run_1/met1.png
Drawn at 4 px/um. Supply wires on this layer in gray.
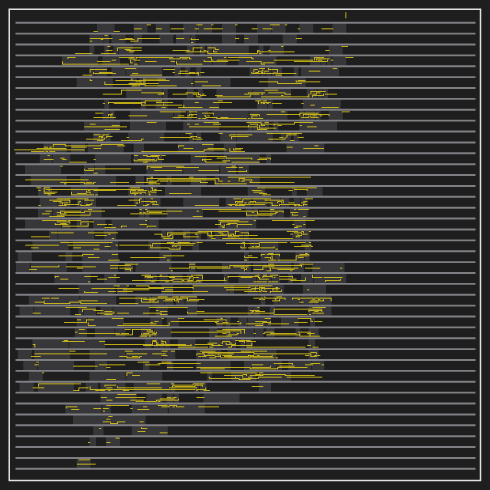
run_1/drive_strength.png
Drawn at 3 px/um.
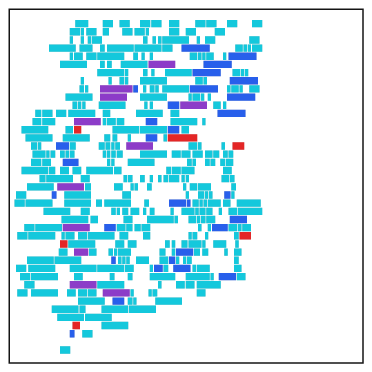
run_1/density.png
Drawn at 3 px/um. The die is cut into 12 by 12 equal tiles; dark blue is low, red is high, 0 to 100% covered.
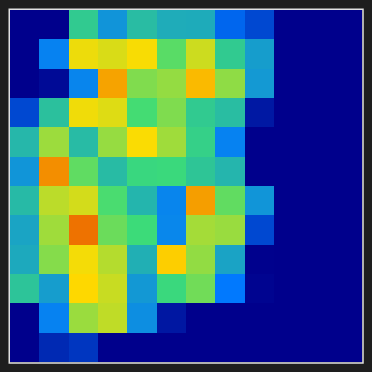
<file path="config.mk">
export PLATFORM = sky130hd
export DESIGN_NAME = keypad_entry_flat
export DESIGN_NICKNAME = d
export VERILOG_FILES = /design/src/rtl/keypad_pkg.sv /design/src/rtl/keypad_if.sv /design/src/rtl/keypad_debounce.sv /design/src/rtl/keypad_entry.sv /design/src/flat_wrapper.sv
export SDC_FILE = /design/constraint.sdc
export NUM_CORES = 1
export LEC_CHECK = 0
export CORE_UTILIZATION = 27
export DETAILED_ROUTE_END_ITERATION = 6
export MAX_ROUTING_LAYER = met4
export PLACE_DENSITY = 0.56
export SLEW_MARGIN = 10
export SYNTH_ARGS = -nofsm -noshare
export SYNTH_HDL_FRONTEND = slang
export SYNTH_HIERARCHICAL = 1
export SYNTH_SLANG_ARGS = --single-unit
</file>
<file path="constraint.sdc">
create_clock -name clk -period 9.9 [get_ports clk]
set_clock_uncertainty 0.2 [all_clocks]
set_input_delay 0.99 -clock clk [delete_from_list [all_inputs] [get_ports clk]]
set_output_delay 0.99 -clock clk [all_outputs]
set_load 0.01 [all_outputs]
</file>
<file path="src/rtl/keypad_pkg.sv">
// keypad_pkg -- shared types and helpers for the keypad entry block.
//   state_t            : key-handling FSM states
//   BLANK_CODE_DEFAULT : digit code that lights no segments
//   onehot_index()     : {valid, index} of a one-hot key vector
package keypad_pkg;

  typedef enum logic [2:0] {
    IDLE,
    DEB_PRESS,
    HELD,
    DEB_REL,
    WAIT_REL
  } state_t;

  localparam logic [3:0] BLANK_CODE_DEFAULT = 4'hA;

  // onehot_index works on a fixed-width vector; narrower key vectors are
  // zero-extended by the caller.
  localparam int MAX_KEYS = 64;
  localparam int INDEX_W  = 6;

  typedef struct packed {
    logic               valid;
    logic [INDEX_W-1:0] index;
  } onehot_t;

  // valid is set only when exactly one bit is high; index is then the
  // position of that bit.
  function automatic onehot_t onehot_index(input logic [MAX_KEYS-1:0] vec);
    onehot_t r;
    int      ones;
    r.valid = 1'b0;
    r.index = '0;
    ones    = 0;
    for (int i = 0; i < MAX_KEYS; i++) begin
      if (vec[i]) begin
        ones++;
        r.index = INDEX_W'(i);
      end
    end
    r.valid = (ones == 1);
    return r;
  endfunction

endpackage

</file>
<file path="src/rtl/keypad_if.sv">
// keypad_if -- button inputs and entry outputs of keypad_entry.
//   master : the keypad_entry side (reads buttons/clear, drives entry state)
//   slave  : the board / consumer side
// Signals:
//   keypad_buttons [NUM_KEYS]        raw active-high buttons
//   clear                            request to blank the entry
//   keypad_values  [DIGITS*DIGIT_W]  entry register, newest digit in LSBs
//   shift_pulse                      one-cycle strobe per committed digit
//   digit_count    [clog2(DIGITS+1)] digits entered, saturating
//   entry_full                       digit_count == DIGITS
//   multi_key_err                    one-cycle strobe on a non one-hot press
interface keypad_if #(
  parameter int NUM_KEYS = 10,
  parameter int DIGITS   = 4,
  parameter int DIGIT_W  = 4
);
  localparam int COUNT_W = $clog2(DIGITS + 1);

  logic [NUM_KEYS-1:0]       keypad_buttons;
  logic                      clear;
  logic [DIGITS*DIGIT_W-1:0] keypad_values;
  logic                      shift_pulse;
  logic [COUNT_W-1:0]        digit_count;
  logic                      entry_full;
  logic                      multi_key_err;

  modport master (
    input  keypad_buttons, clear,
    output keypad_values, shift_pulse, digit_count, entry_full, multi_key_err
  );

  modport slave (
    output keypad_buttons, clear,
    input  keypad_values, shift_pulse, digit_count, entry_full, multi_key_err
  );
endinterface

</file>
<file path="src/rtl/keypad_debounce.sv">
// keypad_debounce -- two-flop synchroniser on every button bit plus a
// stability counter over the whole synchronised vector.
// Ports:
//   clk, reset_n    clock, asynchronous active-low reset
//   raw   [WIDTH]   asynchronous button inputs
//   sync  [WIDTH]   synchronised vector
//   stable_expired  high once sync has been unchanged for DEBOUNCE_CYCLES
//                   cycles; stays high until sync changes again
module keypad_debounce #(
  parameter int WIDTH           = 10,
  parameter int DEBOUNCE_CYCLES = 16
) (
  input  logic             clk,
  input  logic             reset_n,
  input  logic [WIDTH-1:0] raw,
  output logic [WIDTH-1:0] sync,
  output logic             stable_expired
);

  localparam int              CNT_W   = $clog2(DEBOUNCE_CYCLES + 1);
  localparam logic [CNT_W-1:0] CNT_MAX = CNT_W'(DEBOUNCE_CYCLES);

  logic [WIDTH-1:0] meta_vec;
  logic [CNT_W-1:0] cnt_reg;

  for (genvar gi = 0; gi < WIDTH; gi++) begin : g_sync
    logic meta_reg;
    logic sync_reg;
    always_ff @(posedge clk or negedge reset_n) begin
      if (!reset_n) begin
        meta_reg <= 1'b0;
        sync_reg <= 1'b0;
      end else begin
        meta_reg <= raw[gi];
        sync_reg <= meta_reg;
      end
    end
    assign meta_vec[gi] = meta_reg;
    assign sync[gi]     = sync_reg;
  end

  // The counter restarts on the same edge that sync takes a new value, so
  // every FSM transition that is caused by a change of sync sees a freshly
  // loaded counter without needing an explicit load strobe.
  always_ff @(posedge clk or negedge reset_n) begin
    if (!reset_n) begin
      cnt_reg <= '0;
    end else if (meta_vec != sync) begin
      cnt_reg <= '0;
    end else if (cnt_reg != CNT_MAX) begin
      cnt_reg <= cnt_reg + 1'b1;
    end
  end

  assign stable_expired = (cnt_reg == CNT_MAX);

endmodule

</file>
<file path="src/rtl/keypad_entry.sv">
// keypad_entry -- debounced keypad decoder feeding a DIGITS-deep entry
// shift register. A single one-hot key press is committed on release;
// multi-key presses are rejected with multi_key_err.
// Build option: define KEYPAD_AUTOREPEAT_EN to commit the held key every
// REPEAT_CYCLES cycles while it is held (no extra commit on release once a
// repeat has fired).
// Ports:
//   clk       system clock
//   reset_n   asynchronous active-low reset
//   bus       keypad_if.master (buttons/clear in, entry state out)
module keypad_entry
  import keypad_pkg::*;
#(
  parameter int               NUM_KEYS        = 10,
  parameter int               DIGITS          = 4,
  parameter int               DIGIT_W         = 4,
  parameter logic [DIGIT_W-1:0] BLANK_CODE    = DIGIT_W'(BLANK_CODE_DEFAULT),
  parameter int               DEBOUNCE_CYCLES = 16,
  parameter int               REPEAT_CYCLES   = 50000
) (
  input logic      clk,
  input logic      reset_n,
  keypad_if.master bus
);

  localparam int                     COUNT_W    = $clog2(DIGITS + 1);
  localparam logic [COUNT_W-1:0]     COUNT_MAX  = COUNT_W'(DIGITS);
  localparam logic [DIGITS*DIGIT_W-1:0] BLANK_FILL = {DIGITS{BLANK_CODE}};

  // Parameter sanity checks at elaboration.
  if (NUM_KEYS > 2 ** DIGIT_W) begin : g_bad_keys
    $error("keypad_entry: NUM_KEYS does not fit in DIGIT_W bits");
  end
  if (int'(BLANK_CODE) < NUM_KEYS) begin : g_bad_blank
    $error("keypad_entry: BLANK_CODE collides with a key code");
  end
  if (DIGITS < 1) begin : g_bad_digits
    $error("keypad_entry: DIGITS must be at least 1");
  end
  if (NUM_KEYS > MAX_KEYS) begin : g_bad_width
    $error("keypad_entry: NUM_KEYS exceeds onehot_index width");
  end
  if (DEBOUNCE_CYCLES < 1) begin : g_bad_debounce
    $error("keypad_entry: DEBOUNCE_CYCLES must be at least 1");
  end
  if (REPEAT_CYCLES < 1) begin : g_bad_repeat
    $error("keypad_entry: REPEAT_CYCLES must be at least 1");
  end

  // ---------------------------------------------------------------- input
  logic [NUM_KEYS-1:0] sync_keys;
  logic                stable_expired;

  keypad_debounce #(
    .WIDTH           (NUM_KEYS),
    .DEBOUNCE_CYCLES (DEBOUNCE_CYCLES)
  ) u_debounce (
    .clk            (clk),
    .reset_n        (reset_n),
    .raw            (bus.keypad_buttons),
    .sync           (sync_keys),
    .stable_expired (stable_expired)
  );

  // ------------------------------------------------------------------ FSM
  state_t              state_reg;
  logic [NUM_KEYS-1:0] capture_reg;
  logic [DIGIT_W-1:0]  code_reg;
  logic                multi_key_err_reg;

  logic                keys_idle;
  logic                keys_match;
  logic [MAX_KEYS-1:0] capture_wide;
  onehot_t             capture_oh;

  assign keys_idle    = (sync_keys == '0);
  assign keys_match   = (sync_keys == capture_reg);
  assign capture_wide = MAX_KEYS'(capture_reg);
  assign capture_oh   = onehot_index(capture_wide);

  always_ff @(posedge clk or negedge reset_n) begin
    if (!reset_n) begin
      state_reg         <= IDLE;
      capture_reg       <= '0;
      code_reg          <= '0;
      multi_key_err_reg <= 1'b0;
    end else begin
      multi_key_err_reg <= 1'b0;
      case (state_reg)
        IDLE: begin
          if (!keys_idle) begin
            state_reg   <= DEB_PRESS;
            capture_reg <= sync_keys;
          end
        end
        DEB_PRESS: begin
          if (keys_idle) begin
            state_reg <= IDLE;
          end else if (!keys_match) begin
            capture_reg <= sync_keys;
          end else if (stable_expired) begin
            if (capture_oh.valid) begin
              code_reg  <= DIGIT_W'(capture_oh.index);
              state_reg <= HELD;
            end else begin
              multi_key_err_reg <= 1'b1;
              state_reg         <= WAIT_REL;
            end
          end
        end
        HELD: begin
          // Changes between non-zero vectors are ignored; the latched code
          // stands until every key is released.
          if (keys_idle) begin
            state_reg <= DEB_REL;
          end
        end
        DEB_REL: begin
          if (!keys_idle) begin
            state_reg <= HELD;
          end else if (stable_expired) begin
            state_reg <= IDLE;
          end
        end
        WAIT_REL: begin
          if (keys_idle && stable_expired) begin
            state_reg <= IDLE;
          end
        end
        default: state_reg <= IDLE;
      endcase
    end
  end

  // ----------------------------------------------------------- autorepeat
  logic repeat_fire;
  logic repeated;

`ifdef KEYPAD_AUTOREPEAT_EN
  localparam int               RPT_W    = $clog2(REPEAT_CYCLES + 1);
  localparam logic [RPT_W-1:0] RPT_LAST = RPT_W'(REPEAT_CYCLES - 1);

  logic [RPT_W-1:0] rpt_cnt_reg;
  logic             repeated_reg;

  assign repeat_fire = (state_reg == HELD) && (rpt_cnt_reg == RPT_LAST);
  assign repeated    = repeated_reg;

  // Every hold is entered through DEB_PRESS, which re-arms the counter.
  // The counter pauses (but is not cleared) while a release is being
  // debounced, so a bounce back into HELD keeps its phase.
  always_ff @(posedge clk or negedge reset_n) begin
    if (!reset_n) begin
      rpt_cnt_reg  <= '0;
      repeated_reg <= 1'b0;
    end else if (state_reg == DEB_PRESS) begin
      rpt_cnt_reg  <= '0;
      repeated_reg <= 1'b0;
    end else if (state_reg == HELD) begin
      if (repeat_fire) begin
        rpt_cnt_reg  <= '0;
        repeated_reg <= 1'b1;
      end else begin
        rpt_cnt_reg <= rpt_cnt_reg + 1'b1;
      end
    end
  end
`else
  assign repeat_fire = 1'b0;
  assign repeated    = 1'b0;
`endif

  // ------------------------------------------------------- entry register
  logic                      release_commit;
  logic                      commit_req;
  logic [DIGITS*DIGIT_W-1:0] values_reg;
  logic [DIGITS*DIGIT_W-1:0] shifted;
  logic [COUNT_W-1:0]        count_reg;
  logic                      shift_pulse_reg;

  assign release_commit = (state_reg == DEB_REL) && keys_idle &&
                          stable_expired && !repeated;
  assign commit_req     = release_commit || repeat_fire;

  if (DIGITS == 1) begin : g_shift_one
    assign shifted = code_reg;
  end else begin : g_shift_many
    assign shifted = {values_reg[(DIGITS-1)*DIGIT_W-1:0], code_reg};
  end

  // clear has priority: a digit committing on the same edge is dropped.
  always_ff @(posedge clk or negedge reset_n) begin
    if (!reset_n) begin
      values_reg      <= BLANK_FILL;
      count_reg       <= '0;
      shift_pulse_reg <= 1'b0;
    end else begin
      shift_pulse_reg <= 1'b0;
      if (bus.clear) begin
        values_reg <= BLANK_FILL;
        count_reg  <= '0;
      end else if (commit_req) begin
        values_reg      <= shifted;
        shift_pulse_reg <= 1'b1;
        if (count_reg != COUNT_MAX) begin
          count_reg <= count_reg + 1'b1;
        end
      end
    end
  end

  assign bus.keypad_values = values_reg;
  assign bus.shift_pulse   = shift_pulse_reg;
  assign bus.digit_count   = count_reg;
  assign bus.entry_full    = (count_reg == COUNT_MAX);
  assign bus.multi_key_err = multi_key_err_reg;

endmodule

</file>
<file path="src/flat_wrapper.sv">
// flat-port wrapper written by rule: the top's interface ports become plain ports
module keypad_entry_flat import keypad_pkg::*;
#(
  parameter int               NUM_KEYS        = 10,
  parameter int               DIGITS          = 4,
  parameter int               DIGIT_W         = 4,
  parameter logic [DIGIT_W-1:0] BLANK_CODE    = DIGIT_W'(BLANK_CODE_DEFAULT),
  parameter int               DEBOUNCE_CYCLES = 16,
  parameter int               REPEAT_CYCLES   = 50000
)
  (clk, reset_n, bus_keypad_buttons, bus_clear, bus_keypad_values, bus_shift_pulse, bus_digit_count, bus_entry_full, bus_multi_key_err);
  keypad_if #(.NUM_KEYS(NUM_KEYS), .DIGITS(DIGITS), .DIGIT_W(DIGIT_W)) bus_i ();
  input logic clk;
  input logic reset_n;
  input wire logic [$bits(bus_i.keypad_buttons)-1:0] bus_keypad_buttons;
  input wire logic [$bits(bus_i.clear)-1:0] bus_clear;
  output wire logic [$bits(bus_i.keypad_values)-1:0] bus_keypad_values;
  output wire logic [$bits(bus_i.shift_pulse)-1:0] bus_shift_pulse;
  output wire logic [$bits(bus_i.digit_count)-1:0] bus_digit_count;
  output wire logic [$bits(bus_i.entry_full)-1:0] bus_entry_full;
  output wire logic [$bits(bus_i.multi_key_err)-1:0] bus_multi_key_err;
  assign bus_i.keypad_buttons = bus_keypad_buttons;
  assign bus_i.clear = bus_clear;
  assign bus_keypad_values = bus_i.keypad_values;
  assign bus_shift_pulse = bus_i.shift_pulse;
  assign bus_digit_count = bus_i.digit_count;
  assign bus_entry_full = bus_i.entry_full;
  assign bus_multi_key_err = bus_i.multi_key_err;
  keypad_entry #(.NUM_KEYS(NUM_KEYS), .DIGITS(DIGITS), .DIGIT_W(DIGIT_W), .BLANK_CODE(BLANK_CODE), .DEBOUNCE_CYCLES(DEBOUNCE_CYCLES), .REPEAT_CYCLES(REPEAT_CYCLES)) u_core (.clk(clk), .reset_n(reset_n), .bus(bus_i));
endmodule
</file>
==> metrics.cfg, run 1 <==
[power_and_ir_drop]
seqPwrFrac_pct = 36.2

[synthesis]
post_synth_and_or_nand_nor_area_fraction_pct = 19.4
flop_cell = dfrtp_1
yosys-stat-area_mm2 = 0.00360
top_cell = nand2_1
ys_ff = 63
top_cells_by_area = dfrtp_1 (38%), nand2_1 (6.8%), xnor2_1 (6.3%)

[placement]
dp.cells = 544

[routing]
via_per_inst = 4.66
highest_layer = met4
met2WireLength_um = 3510
drt_iter0_markers = 125

[outcome]
outcome = finished, final reports clean

[global_route]
grt_max_degree = 64
grt_pass1_vias = 2693
grt_pass1_wl_um = 12600
use_met2_pct = 19.2
grt_overflow = 0
busiest_layer = met2

[setup_path]
worst_ep_arrival_time_ps = 6540
cp_slowest_cell = a2111oi_4

[min_path]
hold_depth = 0

[timing]
worst_slew_pin_slew_ps = 1090
slew_violations = 0

[clocking]
cts_root_buf = clkbuf_16

[die]
num_io_pins = 35

Notes on met1.png above:
longest straight run	26.2 um
nets with wire on the layer	372
share of all routed wire	45%
main direction	horizontal
Global Route met1 Usage: 13.6%
total number of vias: 2612

Notes on drive_strength.png above:
color	size	cells	most used
cyan	drive 1 or less	341	nand2_1
blue	drive 2	30	dfstp_2
red	drive 3 to 4	6	clkinvlp_4
purple	drive 6 and up	11	clkbuf_16

Notes on density.png above:
tiles over 75% full	4.9%
mean over tiles	30%
emptiest ninth of the die	south-east
nearly empty tiles	38%
fullest tile	87%
post-layout util: 33.6%
CORE AREA: 0.0128 mm^2
FP Core Util: 28.0%

## run 1: power by group through the flow
stage	registers [W]	clock network (W)	logic [W]
after floorplan	0.000273	0	0.000145
after global placement	0.000278	0	0.000168
after detailed placement	0.000279	0	0.000174
after CTS	0.000274	0.000317	0.000175
after global routing	0.000276	0.000330	0.000198
final	0.000274	0.000310	0.000174
## run 1: layout make-up
cell class,instances,share of cell area [%]
Timing Repair Buffer,35,7.96
Clock buffer,10,5.55
Inverter,17,1.48
Multi-Input combinational cell,257,41.8
Clock inverter,6,1.39
Tap cell,172,5.00
Sequential cell,63,36.8
## run 1: stage by stage
stage | hold slack [ps] | setup WS, ps
6_report | 191 | 3370
2_1_floorplan | 173 | 3880
4_1_cts | 196 | 3350
3_3_place_gp | 181 | 3610
3_5_place_dp | 185 | 3380
5_1_grt | 200 | 2690
==> inputs of run 2 (changes only) <==
--- a/config.mk
+++ b/config.mk
@@ -8,7 +8,7 @@
 export CORE_UTILIZATION = 27
 export DETAILED_ROUTE_END_ITERATION = 6
 export MAX_ROUTING_LAYER = met4
-export PLACE_DENSITY = 0.56
+export PLACE_DENSITY = 0.57
 export SLEW_MARGIN = 10
 export SYNTH_ARGS = -nofsm -noshare
 export SYNTH_HDL_FRONTEND = slang
==> constraint.sdc (replaced) <==
create_clock -name clk -period 5.4 [get_ports clk]
set_clock_uncertainty 0.2 [all_clocks]
set_input_delay 0.54 -clock clk [delete_from_list [all_inputs] [get_ports clk]]
set_output_delay 0.54 -clock clk [all_outputs]
set_load 0.01 [all_outputs]
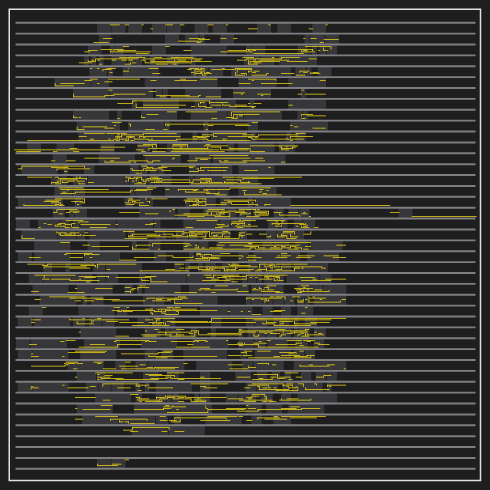
run_2/met1.png
Drawn at 4 px/um. Supply wires on this layer in gray.
longest straight run	33.6 um
nets with wire on the layer	422
wire length on this layer	3700 um

==> run 2 against run 1 <==
Effect of this change: the run now ends with setup timing left; flip-flop count did not move; clock-buffer cell count grew 1; power rose by 120%; final cell count grew 8.2%; sequential power rose by 83%; routed wire length is 18% higher; critical endpoint is now u_core/code_reg[2].
==> metrics.cfg, run 2 <==
[outcome]
violations = setup timing
outcome = complete, but fails checks

[global_route]
grt.met1_usage_pct = 15.2  ; +1.5 points
use_met2_pct = 21.7  ; +2.6 points
busiest_layer = met2
grt_overflow = 0  ; unchanged
grt_pass1_wl_um = 14100  ; +12%
grt_max_degree = 64  ; unchanged

[synthesis]
ys_ff = 63  ; unchanged
top_cells_by_area = dfrtp_1 (38%), nand2_1 (6.8%), xnor2_1 (6.3%)
yosys-stat-area_mm2 = 0.00360  ; unchanged
flop_cell = dfrtp_1

[timing]
setup_viol = 7
slew_violations = 0  ; unchanged
worst_slew_pin_slew_ps = 796  ; -297 ps
hold-worst-slack_ps = 179  ; -11.9 ps
finalWorstSetupSlack_ps = -167  ; -3530 ps

[setup_path]
worst_ep_arrival_time_ps = 5570  ; -970 ps
cp_slowest_cell = xor3_2

[placement]
post-place-ws_ps = -476  ; -3860 ps
dp.cells = 567  ; +4.2%

[power_and_ir_drop]
top_power_group = the clock network
pwr.group.combinational_w = 0.000562  ; +220%
seqPwrFrac_pct = 29.9  ; -6.3 points
clock_power_w = 0.000613  ; +98%

[finish]
postLayoutCoreUtil_pct = 38.5  ; +5.0 points

[routing]
met2WireLength_um = 4360  ; +24%
via_per_inst = 4.65  ; -0.41%
drt_iter0_markers = 188  ; +50%

[clocking]
cts_root_buf = clkbuf_16

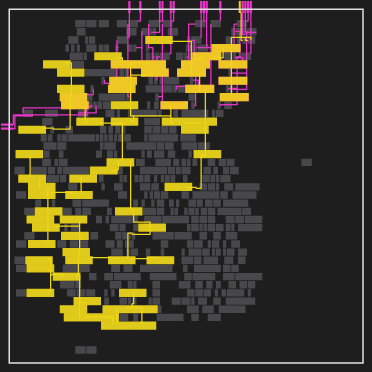
run_2/port_nets.png
Drawn at 3 px/um.
color	port	bits	direction	end cells	buffers	wire
magenta	bus_keypad_values	16	output	16	16	512 um
yellow	reset_n	1	input	63	2	458 um
port bufs: 34
Ports: 35

-- run 2: worst min path at each step --
stage | depth (start not counted) | endpoint | slack [ps]
after CTS | 0 | u_core/u_debounce/g_sync[6].sync_reg | 200
after global placement | 0 | u_core/u_debounce/g_sync[6].sync_reg | 180
final | 2 | u_core/bus.shift_pulse | 180
after floorplan | 0 | u_core/bus.digit_count[0] | 40
after global routing | 0 | u_core/u_debounce/g_sync[0].sync_reg | 200
after detailed placement | 0 | u_core/u_debounce/g_sync[2].sync_reg | 180
-- run 2: area by class of cell --
class	instances	area share, %
Clock inverter	5	1.65
Clock buffer	11	4.91
Sequential cell	63	32.1
Tap cell	172	4.35
Multi-Input combinational cell	257	41.7
Timing Repair Buffer	81	14.0
Inverter	17	1.29
Power figures rest on the tool's default switching activity, not on a simulated workload.
